==> config.mk <==
export PLATFORM = sky130hd
export DESIGN_NAME = frame_pixel_sender
export DESIGN_NICKNAME = d
export VERILOG_FILES = /design/src/rtl/frame_stream_pkg.sv /design/src/rtl/frame_pixel_sender_rgb_to_gray.sv /design/src/rtl/frame_pixel_sender.sv
export SDC_FILE = /design/constraint.sdc
export NUM_CORES = 1
export LEC_CHECK = 0
export ABC_CLOCK_PERIOD_IN_PS = 2160
export CAP_MARGIN = 20
export CORE_MARGIN = 1.5
export CORE_UTILIZATION = 35
export DETAILED_ROUTE_END_ITERATION = 10
export PLACE_DENSITY_LB_ADDON = 0.1
export SLEW_MARGIN = 20
export SYNTH_ARGS = -nofsm -noshare
export SYNTH_HDL_FRONTEND = slang
export SYNTH_SLANG_ARGS = --single-unit
==> constraint.sdc <==
create_clock -name clk -period 2.16 [get_ports clk]
set_input_delay 0.54 -clock clk [delete_from_list [all_inputs] [get_ports clk]]
set_output_delay 0.54 -clock clk [all_outputs]
set_load 0.01 [all_outputs]
floorplan.png
Scale bar: 20 µm. Pins as bars on the die edge.
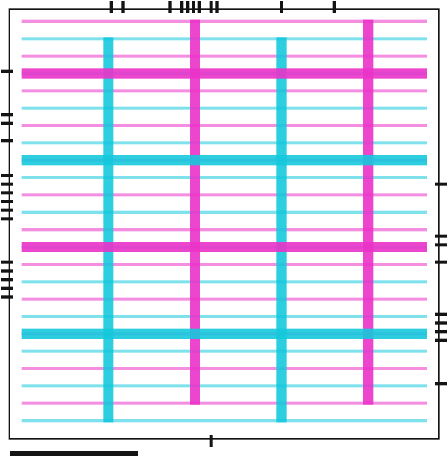
Key: cyan = VSS; magenta = VDD
36 signal pins sit on the boundary. 4 straps on met5. The core has 23 rows.
Die Y: 67.1 µm
Core Region: 0.00397 mm²
Chip Width: 67.1 µm
VDD IR max: 448 µV

class_map.png
Scale bar: 20 µm.
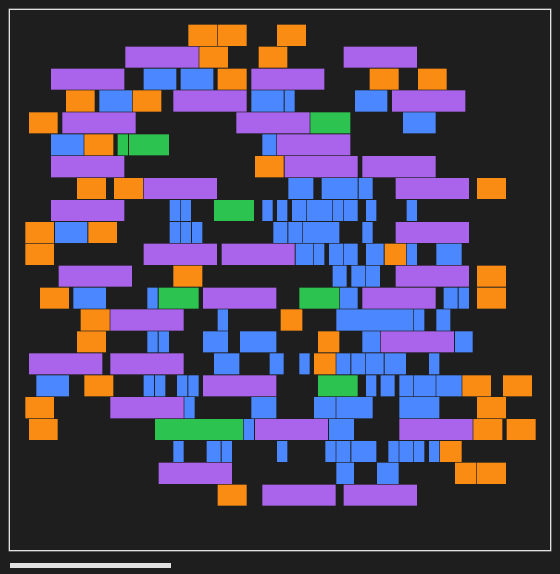
Key: purple = registers [cells 33, share of their area 43%]; blue = remaining logic cells [cells 93, share of their area 31%]; green = clock drivers and dummy loads [cells 8, share of their area 6.0%]; orange = remaining buffers and delay cells [cells 41, share of their area 20%]
post-route cell area: 0.00200 mm²
final design utilization: 0.503
Row Count: 23

clock_wires.png
Scale bar: 20 µm.
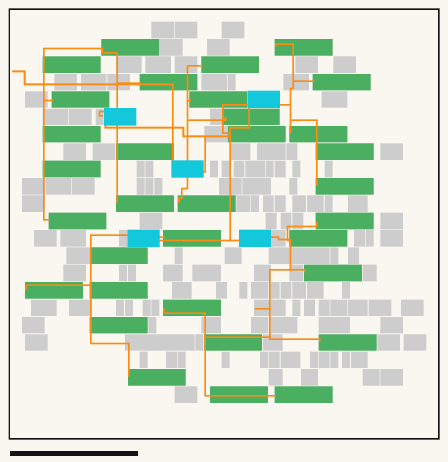
Key: orange = clock wires [length 407 µm]; green = flip-flops [count 33]; cyan = clock-net drivers [count 5]
Position of the flops: widely spread.
Late-Pin Clk Latency: 0.28 ns
clock share of power: 0.274
Final Skew: 0.00991 ns

layers.png
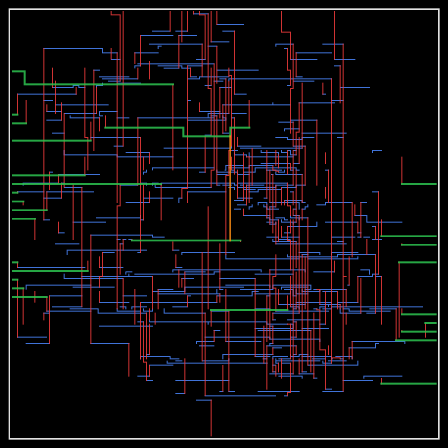
Key: red = M2 [wire length 1390 µm]; orange = M4 [wire length 16.3 µm]; blue = M1 [wire length 1330 µm]; green = M3 [wire length 214 µm]
routed wire length: 2950 µm
vias: 1098
post-DR wirelength/cell: 13.1 µm

==> impl_metrics.json <==
{
  "status": "complete, no violations",
  "cts.sinks": 33,
  "r2r_slack_ns": 0.49,
  "seq_power_share": 0.430,
  "dieArea_mm2": 0.00450,
  "slew_viol_final": 0,
  "switching_share": 0.297,
  "yosys_cells": 129,
  "synth_seq_share": 0.575,
  "yosys-top-cells-count": "dfrtp_1, nand2_1, mux2_2",
  "syn_area_mm2": 0.00144,
  "drt_first_pass_iters": 4,
  "clkTransAtPathRegs_ns": 0.07,
  "top_power_group": "registers",
  "pre_cts_ws_ns": 0.0283,
  "worst_ep_required_time_ns": 1.62,
  "synthAoiAreaFrac": 0.110,
  "logic_gates": 86,
  "drc": 0,
  "yosysMostFrequentCell": "dfrtp_1",
  "post_cts_resized": 0,
  "crit_type": "register to primary output",
  "max_cap_violations": 0,
  "yosys_most_used_dff": "dfrtp_1",
  "worst_slew_margin_rel": 0.641,
  "startpoint_type": "register",
  "cts_setup_buffers": 0,
  "comb_area_um2": 569,
  "cts_buffers": 5,
  "arrival_ns": 1.52,
  "holdPathStages": 2,
  "place_inst": 217,
  "syn_nets": 144,
  "fill_cells": 368,
  "cts_tree": "done",
  "tns_ns": 0,
  "top_logic_kind": "simple AND/OR/NAND/NOR gates",
  "totalPowerFinal_mw": 2.15,
  "async_reset_ff_frac": 1.00,
  "powerClk_mw": 0.590,
  "worst_pin_slew_ns": 0.534,
  "fin_cells": 225,
  "fin_crit_sh": 0.952,
  "finalSetupViolations": 0,
  "power_density_mw_per_mm2": 1080,
  "edf_count": 0,
  "n_all_inverters": 7,
  "num_io_pins": 36,
  "finalCriticalPeriod_ns": 2.06,
  "seq_share": 0.414,
  "largest_register_ffs": 8,
  "reg2regPathDepth": 5,
  "grt_pass1_wl_um": 5040
}
[metrics by stage]
stage          hold slack (ns)   util
4_1_cts                  0.486  0.501
3_3_place_gp             0.461  0.472
6_report                 0.481  0.503
3_5_place_dp             0.468  0.472
5_1_grt                  0.523  0.503
2_1_floorplan            0.244      -
[metal layers]
| layer | wire length, µm | share of wire | up-vias | global-route usage |
|---|---|---|---|---|
| li1 | - | - | 533 | - |
| met1 | 1330 | 0.45 | 532 | 0.188 |
| met2 | 1390 | 0.47 | 31 | 0.236 |
| met3 | 213 | 0.072 | 2 | 0.0591 |
| met4 | 16 | 0.0054 | 0 | 0.0408 |
| met5 | 0 | 0 | - | 0 |
[critical path, stage by stage (launching register included)]
cell and delay, ns:
dfrtp_1 0.45, or2_2 0.32, clkdlybuf4s50_1 0.48
Power figures rest on the tool's default switching activity, not on a simulated workload.
